$ cat src/rtl/ex_operand_stage_pkg.sv
// Shared constants for the ID/EX operand stage.
//   ALU_*      : 4-bit ALU opcodes carried on alu_op
//   SEL_A_*    : operand_a source select (rs1 or pc)
//   SEL_B_*    : operand_b source select (rs2 or imm)
package ex_operand_stage_pkg;

  localparam logic [3:0] ALU_ADD  = 4'h0;
  localparam logic [3:0] ALU_SUB  = 4'h1;
  localparam logic [3:0] ALU_AND  = 4'h2;
  localparam logic [3:0] ALU_OR   = 4'h3;
  localparam logic [3:0] ALU_XOR  = 4'h4;
  localparam logic [3:0] ALU_SLT  = 4'h5;
  localparam logic [3:0] ALU_SLTU = 4'h6;
  localparam logic [3:0] ALU_SLL  = 4'h7;
  localparam logic [3:0] ALU_SRL  = 4'h8;
  localparam logic [3:0] ALU_SRA  = 4'h9;
  localparam logic [3:0] ALU_LUI  = 4'hA;

  localparam logic SEL_A_RS1 = 1'b0;
  localparam logic SEL_A_PC  = 1'b1;
  localparam logic SEL_B_RS2 = 1'b0;
  localparam logic SEL_B_IMM = 1'b1;

endpackage

$ cat src/rtl/ex_operand_stage_fwd_mux.sv
// Per-source forwarding mux.
//   en             : entry is live; when low the held data passes through untouched
//   used           : the source actually feeds an ALU operand (select is rs, not pc/imm)
//   rs             : source register index
//   held_data      : value latched in the pipeline register
//   mem_*          : EX/MEM result bus; mem_data_valid low while a load is outstanding
//   wb_*           : writeback bus
//   data           : forwarded value (MEM beats WB beats held)
//   stall          : MEM producer matches but its data is not final yet
module ex_operand_stage_fwd_mux #(
  parameter int DATA_WIDTH = 32,
  parameter int REG_AW     = 5
) (
  input  logic                  en,
  input  logic                  used,
  input  logic [REG_AW-1:0]     rs,
  input  logic [DATA_WIDTH-1:0] held_data,
  input  logic [REG_AW-1:0]     mem_rd,
  input  logic                  mem_rd_we,
  input  logic [DATA_WIDTH-1:0] mem_data,
  input  logic                  mem_data_valid,
  input  logic [REG_AW-1:0]     wb_rd,
  input  logic                  wb_rd_we,
  input  logic [DATA_WIDTH-1:0] wb_data,
  output logic [DATA_WIDTH-1:0] data,
  output logic                  stall
);

  logic rs_nz;
  logic mem_hit;
  logic wb_hit;

  // x0 is hardwired to zero and is never a forwarding target.
  assign rs_nz   = |rs;
  assign mem_hit = en & rs_nz & mem_rd_we & (mem_rd == rs);
  assign wb_hit  = en & rs_nz & wb_rd_we & (wb_rd == rs);

  always_comb begin
    data = held_data;
    if (mem_hit) begin
      data = mem_data;
    end else if (wb_hit) begin
      data = wb_data;
    end
  end

  assign stall = used & mem_hit & ~mem_data_valid;

endmodule

$ cat src/rtl/ex_operand_stage.sv
// ID/EX pipeline register with operand forwarding, feeding the ALU.
//   clk, rst            : clock, asynchronous active-high reset
//   flush               : kill the held entry and anything accepted this cycle
//   in_valid/in_ready   : handshake from decode
//   in_*                : decoded instruction fields and regfile reads
//   mem_*, wb_*         : result buses used for forwarding
//   out_valid/out_ready : handshake to EX/MEM
//   alu_op, operand_a/b : ALU inputs
//   out_rs2_data        : forwarded rs2 (store data / branch compare)
//   out_pc/rd/rd_we     : passed through; out_rd_we gated by out_valid
module ex_operand_stage
  import ex_operand_stage_pkg::*;
#(
  parameter int DATA_WIDTH = 32,
  parameter int REG_AW     = 5
) (
  input  logic                  clk,
  input  logic                  rst,
  input  logic                  flush,
  input  logic                  in_valid,
  output logic                  in_ready,
  input  logic [3:0]            in_alu_op,
  input  logic [REG_AW-1:0]     in_rs1,
  input  logic [REG_AW-1:0]     in_rs2,
  input  logic [DATA_WIDTH-1:0] in_rs1_data,
  input  logic [DATA_WIDTH-1:0] in_rs2_data,
  input  logic [DATA_WIDTH-1:0] in_imm,
  input  logic [DATA_WIDTH-1:0] in_pc,
  input  logic                  in_sel_a,
  input  logic                  in_sel_b,
  input  logic [REG_AW-1:0]     in_rd,
  input  logic                  in_rd_we,
  input  logic [REG_AW-1:0]     mem_rd,
  input  logic                  mem_rd_we,
  input  logic [DATA_WIDTH-1:0] mem_data,
  input  logic                  mem_data_valid,
  input  logic [REG_AW-1:0]     wb_rd,
  input  logic                  wb_rd_we,
  input  logic [DATA_WIDTH-1:0] wb_data,
  output logic                  out_valid,
  input  logic                  out_ready,
  output logic [3:0]            alu_op,
  output logic [DATA_WIDTH-1:0] operand_a,
  output logic [DATA_WIDTH-1:0] operand_b,
  output logic [DATA_WIDTH-1:0] out_rs2_data,
  output logic [DATA_WIDTH-1:0] out_pc,
  output logic [REG_AW-1:0]     out_rd,
  output logic                  out_rd_we
);

  logic                  v_q;
  logic [3:0]            alu_op_q;
  logic [REG_AW-1:0]     rs1_q, rs2_q, rd_q;
  logic [DATA_WIDTH-1:0] rs1_data_q, rs2_data_q, imm_q, pc_q;
  logic                  sel_a_q, sel_b_q, rd_we_q;

  logic                  accept, advance, hazard;
  logic                  stall_rs1, stall_rs2;
  logic [DATA_WIDTH-1:0] fwd_rs1, fwd_rs2;
  logic [DATA_WIDTH-1:0] cap_rs1_data, cap_rs2_data;
  logic                  upd_rs1, upd_rs2;

  ex_operand_stage_fwd_mux #(
    .DATA_WIDTH(DATA_WIDTH),
    .REG_AW    (REG_AW)
  ) u_fwd_rs1 (
    .en            (v_q),
    .used          (sel_a_q == SEL_A_RS1),
    .rs            (rs1_q),
    .held_data     (rs1_data_q),
    .mem_rd        (mem_rd),
    .mem_rd_we     (mem_rd_we),
    .mem_data      (mem_data),
    .mem_data_valid(mem_data_valid),
    .wb_rd         (wb_rd),
    .wb_rd_we      (wb_rd_we),
    .wb_data       (wb_data),
    .data          (fwd_rs1),
    .stall         (stall_rs1)
  );

  ex_operand_stage_fwd_mux #(
    .DATA_WIDTH(DATA_WIDTH),
    .REG_AW    (REG_AW)
  ) u_fwd_rs2 (
    .en            (v_q),
    .used          (sel_b_q == SEL_B_RS2),
    .rs            (rs2_q),
    .held_data     (rs2_data_q),
    .mem_rd        (mem_rd),
    .mem_rd_we     (mem_rd_we),
    .mem_data      (mem_data),
    .mem_data_valid(mem_data_valid),
    .wb_rd         (wb_rd),
    .wb_rd_we      (wb_rd_we),
    .wb_data       (wb_data),
    .data          (fwd_rs2),
    .stall         (stall_rs2)
  );

  assign hazard    = stall_rs1 | stall_rs2;
  assign out_valid = v_q & ~hazard;
  assign advance   = out_valid & out_ready;
  assign in_ready  = ~v_q | advance;
  assign accept    = in_valid & in_ready & ~flush;

  // WB writing this cycle has not reached the regfile read that decode performed.
  assign cap_rs1_data = (wb_rd_we && (wb_rd == in_rs1) && (|in_rs1)) ? wb_data : in_rs1_data;
  assign cap_rs2_data = (wb_rd_we && (wb_rd == in_rs2) && (|in_rs2)) ? wb_data : in_rs2_data;

  // A held entry would otherwise lose a WB result once it retires from the bus.
  assign upd_rs1 = wb_rd_we & (wb_rd == rs1_q) & (|rs1_q);
  assign upd_rs2 = wb_rd_we & (wb_rd == rs2_q) & (|rs2_q);

  always_ff @(posedge clk or posedge rst) begin
    if (rst) begin
      v_q        <= 1'b0;
      alu_op_q   <= ALU_ADD;
      rs1_q      <= '0;
      rs2_q      <= '0;
      rd_q       <= '0;
      rs1_data_q <= '0;
      rs2_data_q <= '0;
      imm_q      <= '0;
      pc_q       <= '0;
      sel_a_q    <= 1'b0;
      sel_b_q    <= 1'b0;
      rd_we_q    <= 1'b0;
    end else begin
      if (flush) begin
        v_q <= 1'b0;
      end else if (accept) begin
        v_q <= 1'b1;
      end else if (advance) begin
        v_q <= 1'b0;
      end

      if (accept) begin
        alu_op_q   <= in_alu_op;
        rs1_q      <= in_rs1;
        rs2_q      <= in_rs2;
        rd_q       <= in_rd;
        rs1_data_q <= cap_rs1_data;
        rs2_data_q <= cap_rs2_data;
        imm_q      <= in_imm;
        pc_q       <= in_pc;
        sel_a_q    <= in_sel_a;
        sel_b_q    <= in_sel_b;
        rd_we_q    <= in_rd_we;
      end else if (v_q && (advance || flush)) begin
        // Entry leaves: freeze the forwarded values so idle outputs keep their last values.
        rs1_data_q <= fwd_rs1;
        rs2_data_q <= fwd_rs2;
      end else if (v_q) begin
        if (upd_rs1) rs1_data_q <= wb_data;
        if (upd_rs2) rs2_data_q <= wb_data;
      end
    end
  end

  assign alu_op       = alu_op_q;
  assign operand_a    = (sel_a_q == SEL_A_PC) ? pc_q : fwd_rs1;
  assign operand_b    = (sel_b_q == SEL_B_IMM) ? imm_q : fwd_rs2;
  assign out_rs2_data = fwd_rs2;
  assign out_pc       = pc_q;
  assign out_rd       = rd_q;
  assign out_rd_we    = rd_we_q & out_valid;

endmodule

$ cat config.mk
export PLATFORM = sky130hd
export DESIGN_NAME = ex_operand_stage
export DESIGN_NICKNAME = d
export VERILOG_FILES = /design/src/rtl/ex_operand_stage_pkg.sv /design/src/rtl/ex_operand_stage_fwd_mux.sv /design/src/rtl/ex_operand_stage.sv
export SDC_FILE = /design/constraint.sdc
export NUM_CORES = 1
export LEC_CHECK = 0
export CAP_MARGIN = 20
export CORE_MARGIN = 3
export CORE_UTILIZATION = 48
export CTS_CLUSTER_SIZE = 24
export DETAILED_ROUTE_END_ITERATION = 8
export GPL_ROUTABILITY_DRIVEN = 0
export PLACE_DENSITY = 0.88
export SYNTH_ARGS = -nofsm -noshare
export SYNTH_HDL_FRONTEND = slang
export SYNTH_SLANG_ARGS = --single-unit
$ cat constraint.sdc
create_clock -name clk -period 8.6 [get_ports clk]
set_input_delay 1.72 -clock clk [delete_from_list [all_inputs] [get_ports clk]]
set_output_delay 1.72 -clock clk [all_outputs]
set_load 0.05 [all_outputs]
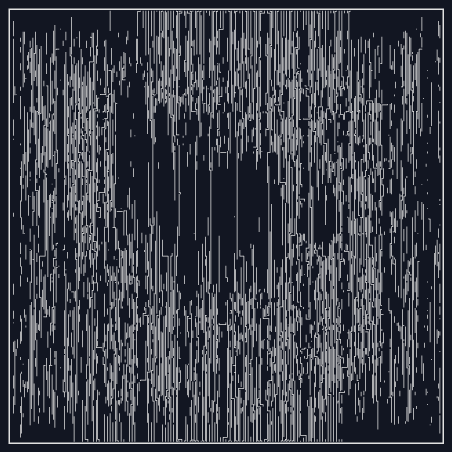
*The metal 2 layer, run 1*
Drawn at 3 px/um.
nets with wire on the layer: 1,337
wire length on this layer: 16,700 um
share of all routed wire: 49%
main direction: vertical
longest straight run: 57.5 um
final wirelength: 34.2 mm
met2 GRT Util: 0.541
vias: 9,395

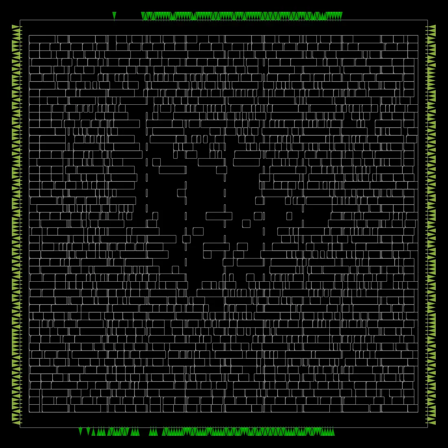
*Cell outlines without signal wires, run 1*
flop count: 151
Post-Route Utilization: 0.744

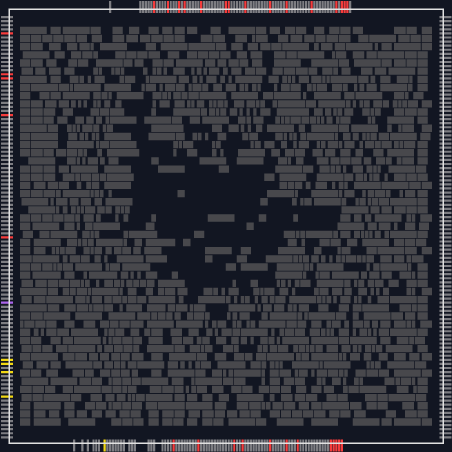
*I/O pins on the die edge, run 1*
Drawn at 3 px/um. Pins as bars across the die edge, other pins in gray.
legend:
  yellow:
    port: in_rd
    pins: 5
    direction: input
    edge: 4 left, 1 bottom
  red:
    port: wb_data
    pins: 32
    direction: input
    edge: 15 top, 12 bottom, 5 left
  purple:
    port: flush
    pins: 1
    direction: input
    edge: left
all pins by edge: 104 left, 104 right, 86 bottom, 78 top
die width: 144 um
Port Buffers: 371
chip height: 144 um

==> Changelog: implementation, run 1 <==
## Implementation

- Register area: ~3800 um^2
- Power, Total: around 3200 uW
- Sequential share of power: 0.290
- Flip-flops with a built-in enable: 0
- Count of plain and timing-repair buffers: between 300 and 400
- XOR/XNOR Fraction of Synth Area: 0.0268
- Top Family by Delay on Critical Path: buffers and inverters
- Outcome: finished clean
- Clk buf depth: 2
- Startpoint Class: primary input
- Combinational power: approximately 1500 uW
- Worst-margin pin slew: approximately 1000 ps
- Clock Sink Count: around 150
- Avg Inst Size Synth: approximately 9.4 um^2
- Post-CTS Resized: 0
- Post-DRT Antenna Nets: 0
- HP Start: imm_q[31]
- Global-route wire length before repair: ~52 mm
- Count of non-CTS inverters in the layout: 3
- Ys flop type: dfrtp_1
- Drc violations: 0
- DP Area: ~13,000 um^2
- Int Power: about 1900 uW
- Crit-path max cell delay: around 800 ps
- Slack of the critical path: 1300 ps
- Net Sw Power: 1340 uW
- Slew Viols, Final: 0
- Clock Skew: between 10 and 15 ps
- Switching Share: 0.414
- Layout clock area frac: 0.0446
- Largest vdd supply drop: about 0.00016 V
- Total core area: between 15,000 and 20,000 um^2
- Hold WS: about 500 ps
- Fin Setup TNS: 0 ps
- Comb area leader: AND-OR/OR-AND gates
- Finished layout cell area: roughly 14,000 um^2
- Area fraction in mux cells: 0.195
- Synth warn: 0
- Num CTS Buffers: 17
- Most instantiated logic cells after routing: clkdlybuf4s50_1, dfrtp_1, mux2_2
- Vias in the first global route: 9,453
- WHS Path Cells: 1
- Post-synth top area cell: dfrtp_1
- Reg clk slew, reported paths: about 60 ps
- Wirelength per Cell: approximately 22 um
==> inputs of run 2 (changes only) <==
--- a/config.mk
+++ b/config.mk
@@ -6,12 +6,13 @@
 export NUM_CORES = 1
 export LEC_CHECK = 0
 export CAP_MARGIN = 20
+export CORE_ASPECT_RATIO = 1.4
 export CORE_MARGIN = 3
-export CORE_UTILIZATION = 48
+export CORE_UTILIZATION = 40
 export CTS_CLUSTER_SIZE = 24
 export DETAILED_ROUTE_END_ITERATION = 8
 export GPL_ROUTABILITY_DRIVEN = 0
-export PLACE_DENSITY = 0.88
+export PLACE_DENSITY = 0.78
 export SYNTH_ARGS = -nofsm -noshare
 export SYNTH_HDL_FRONTEND = slang
 export SYNTH_SLANG_ARGS = --single-unit
==> constraint.sdc (replaced) <==
create_clock -name clk -period 6.4 [get_ports clk]
set_input_delay 1.28 -clock clk [delete_from_list [all_inputs] [get_ports clk]]
set_output_delay 1.28 -clock clk [all_outputs]
set_load 0.05 [all_outputs]
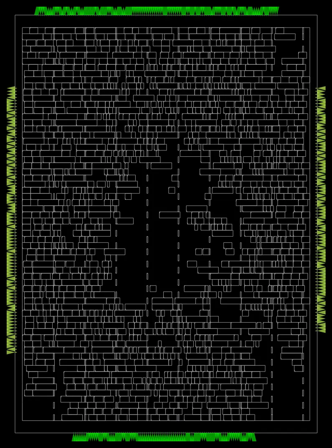
*Cell outlines without signal wires, run 2*
Fillers: 1,896
Post-Route Utilization: 0.623
Finished Layout Cells: 1,617
sequential cell area share: 0.274
row cnt: 64

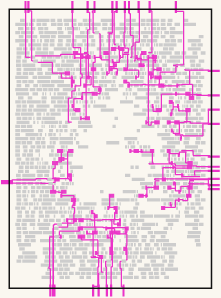
*I/O nets highlighted, run 2*
Drawn at 1.5 px/um.
legend:
  magenta:
    port: wb_data
    bits: 32
    direction: input
    edge: 12 top, 10 right, 8 bottom, 2 left
    end_cells: 130
    buffers: 32
    wire: 2,270 um
I/O pin cnt: 372

==> run 2 against run 1 <==
Synthesized area stayed put. Worst hold slack worse by 3.1 ps. Register-to-register slack worse by 1900 ps. Critical endpoint is now operand_b[24]. Via count hardly changed. Clock power is 28% higher. Sequential share of layout area is 0.36 points lower.
==> Changelog: implementation, run 2 <==
## Implementation

- DP Area: 13,200 um^2 (+1.8%)
- Fin Setup TNS: 0 ps (unchanged)
- Count of non-CTS inverters in the layout: 3 (unchanged)
- Power, Total: 4360 uW (+35%)
- Switching Share: 0.419 (+0.00437)
- Finished layout cell area: 13,800 um^2 (+1.3%)
- Sequential share of power: 0.291 (about the same)
- Slack of the critical path: 389 ps (-913 ps)
- Crit-path max cell delay: 790 ps (-20 ps)
- Avg Inst Size Synth: 9.36 um^2 (unchanged)
- Outcome: finished clean
- Clock Sink Count: 151 (unchanged)
- Layout clock area frac: 0.0417 (-0.00294)
- Combinational power: 2090 uW (+37%)
- XOR/XNOR Fraction of Synth Area: 0.0268 (unchanged)
- Wirelength per Cell: 21.9 um (-0.99%)
- Flip-flops with a built-in enable: 0 (unchanged)
- Hold WS: 499 ps (-3.14 ps)
- Final wirelength: 35.5 mm (+3.7%)
- Startpoint Class: primary input
- Worst-margin pin slew: 1100 ps (+89.6 ps)
- Port Buffers: 371 (unchanged)
- Net Sw Power: 1830 uW (+36%)
- Clk buf depth: 2 (unchanged)
- Top Family by Delay on Critical Path: buffers and inverters
- Drc violations: 0 (unchanged)
- Num CTS Buffers: 17 (unchanged)
- Reg clk slew, reported paths: 60 ps (about the same)
- Register area: 3780 um^2 (unchanged)
- Most instantiated logic cells after routing: clkdlybuf4s50_1, dfrtp_1, mux2_2
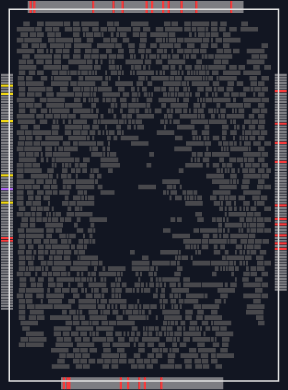
*I/O pins on the die edge, run 2*
Drawn at 2 px/um. Pins as bars across the die edge, other pins in gray.
legend:
  yellow:
    port: in_rd
    pins: 5
    direction: input
    edge: left
  red:
    port: wb_data
    pins: 32
    direction: input
    edge: 12 top, 10 right, 8 bottom, 2 left
  purple:
    port: flush
    pins: 1
    direction: input
    edge: left
all pins by edge: 117 top, 88 bottom, 87 left, 80 right
die width: 134 um
chip height: 185 um

==> inputs of run 3 (changes only) <==
--- a/config.mk
+++ b/config.mk
@@ -13,6 +13,7 @@
 export DETAILED_ROUTE_END_ITERATION = 8
 export GPL_ROUTABILITY_DRIVEN = 0
 export PLACE_DENSITY = 0.78
+export SETUP_SLACK_MARGIN = 0.02
 export SYNTH_ARGS = -nofsm -noshare
 export SYNTH_HDL_FRONTEND = slang
 export SYNTH_SLANG_ARGS = --single-unit
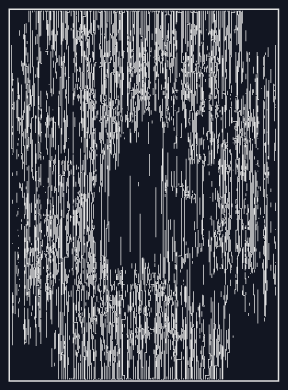
*The metal 2 layer, run 3*
Drawn at 2 px/um.
wire length on this layer: 18,300 um
longest straight run: 77.9 um
main direction: vertical
nets with wire on the layer: 1,354
met2 GRT Util: 0.487
final wirelength: 35.5 mm
vias: 9,387

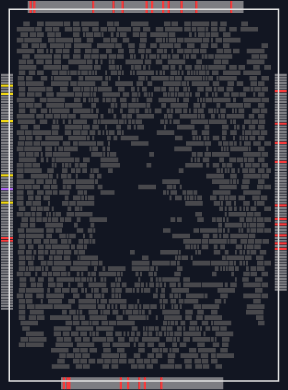
*I/O pins on the die edge, run 3*
Drawn at 2 px/um. Pins as bars across the die edge, other pins in gray.
legend:
  yellow:
    port: in_rd
    pins: 5
    direction: input
    edge: left
  purple:
    port: flush
    pins: 1
    direction: input
    edge: left
  red:
    port: wb_data
    pins: 32
    direction: input
    edge: 12 top, 10 right, 8 bottom, 2 left

==> run 3 against run 2 <==
Worst hold slack unchanged. Synthesized area unchanged. Largest power group unchanged. Sequential power about the same. Global-route usage unchanged. Sequential share of layout area unchanged. Cell area unchanged. Worst setup slack unchanged. Clock power about the same. Highest routed layer unchanged. Die size unchanged.
==> Changelog: implementation, run 3 <==
## Implementation

- Outcome: finished clean
- Slack of the critical path: 389 ps (unchanged)
- Finished Layout Cells: 1,617 (unchanged)
- Sequential share of power: 0.291 (about the same)
- Multi-input logic area: between 5000 and 6000 um^2
- Startpoint Class: primary input
- Top cell by count, worst path: clkdlybuf4s50_1
- Register area: 3780 um^2 (unchanged)
- Hold WS: 499 ps (unchanged)
- Simple Share, Synth: 0.125
- CTS Hold Bufs: 0
- Flip-flops with a built-in enable: 0 (unchanged)
- Clk buf depth: 2 (unchanged)
- Row cnt: 64 (unchanged)
- Finished layout cell area: 13,800 um^2 (unchanged)
- Avg Inst Size Synth: 9.36 um^2 (unchanged)
- Combinational power: 2090 uW (about the same)
- Synth warn: 0
- Sequential cell area share: 0.274 (unchanged)
- Share of cells above drive strength 1: 0.166
- Post-Route Utilization: 0.623 (unchanged)
- Chip height: 185 um (unchanged)
- Drc violations: 0 (unchanged)
- DP Area: 13,200 um^2 (unchanged)
- Reg clk slew, reported paths: 60 ps (about the same)
- Fin Setup TNS: 0 ps (unchanged)
- Die width: 134 um (unchanged)
- Worst Reg-to-Reg Cells: 8
- Fillers: 1,896 (unchanged)
- Port Buffers: 371 (unchanged)
- Crit-path max cell delay: 790 ps (about the same)
- Num CTS Buffers: 17 (unchanged)
- Most instantiated logic cells after routing: clkdlybuf4s50_1, dfrtp_1, mux2_2
- Net Sw Power: 1830 uW (unchanged)
- Power, Total: 4360 uW (unchanged)
- WHS Path Cells: 1
- Critical-path maximum fanout: 24
- Overflow after GRT: 0
- Post-CTS Resized: 0
- XOR/XNOR Fraction of Synth Area: 0.0268 (unchanged)
- Switching Share: 0.419 (unchanged)
- Layout clock area frac: 0.0417 (unchanged)
- Logic Gate Count: between 700 and 800
- Worst-margin pin slew: 1100 ps (unchanged)
- Top Family by Delay on Critical Path: buffers and inverters
- Total core area: 22,200 um^2
- Clock Sink Count: 151 (unchanged)
- Biggest area cells: dfrtp_1, mux2_2, nand2_1
- Count of non-CTS inverters in the layout: 3 (unchanged)
- M3 GR Usage: 0.0682
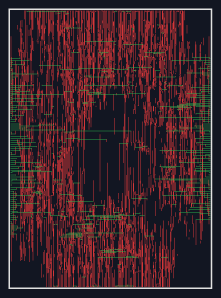
*Wiring by layer, run 3*
Drawn at 1.5 px/um. Two of the layers only.
legend:
  red:
    layer: metal 2
    wire_length: 18,300 um
  green:
    layer: metal 3
    wire_length: 2,470 um
Wirelength per Cell: 21.9 um
GR Util All Layers: 0.278

No activity file was given, so power comes from the tool's default toggle rates.
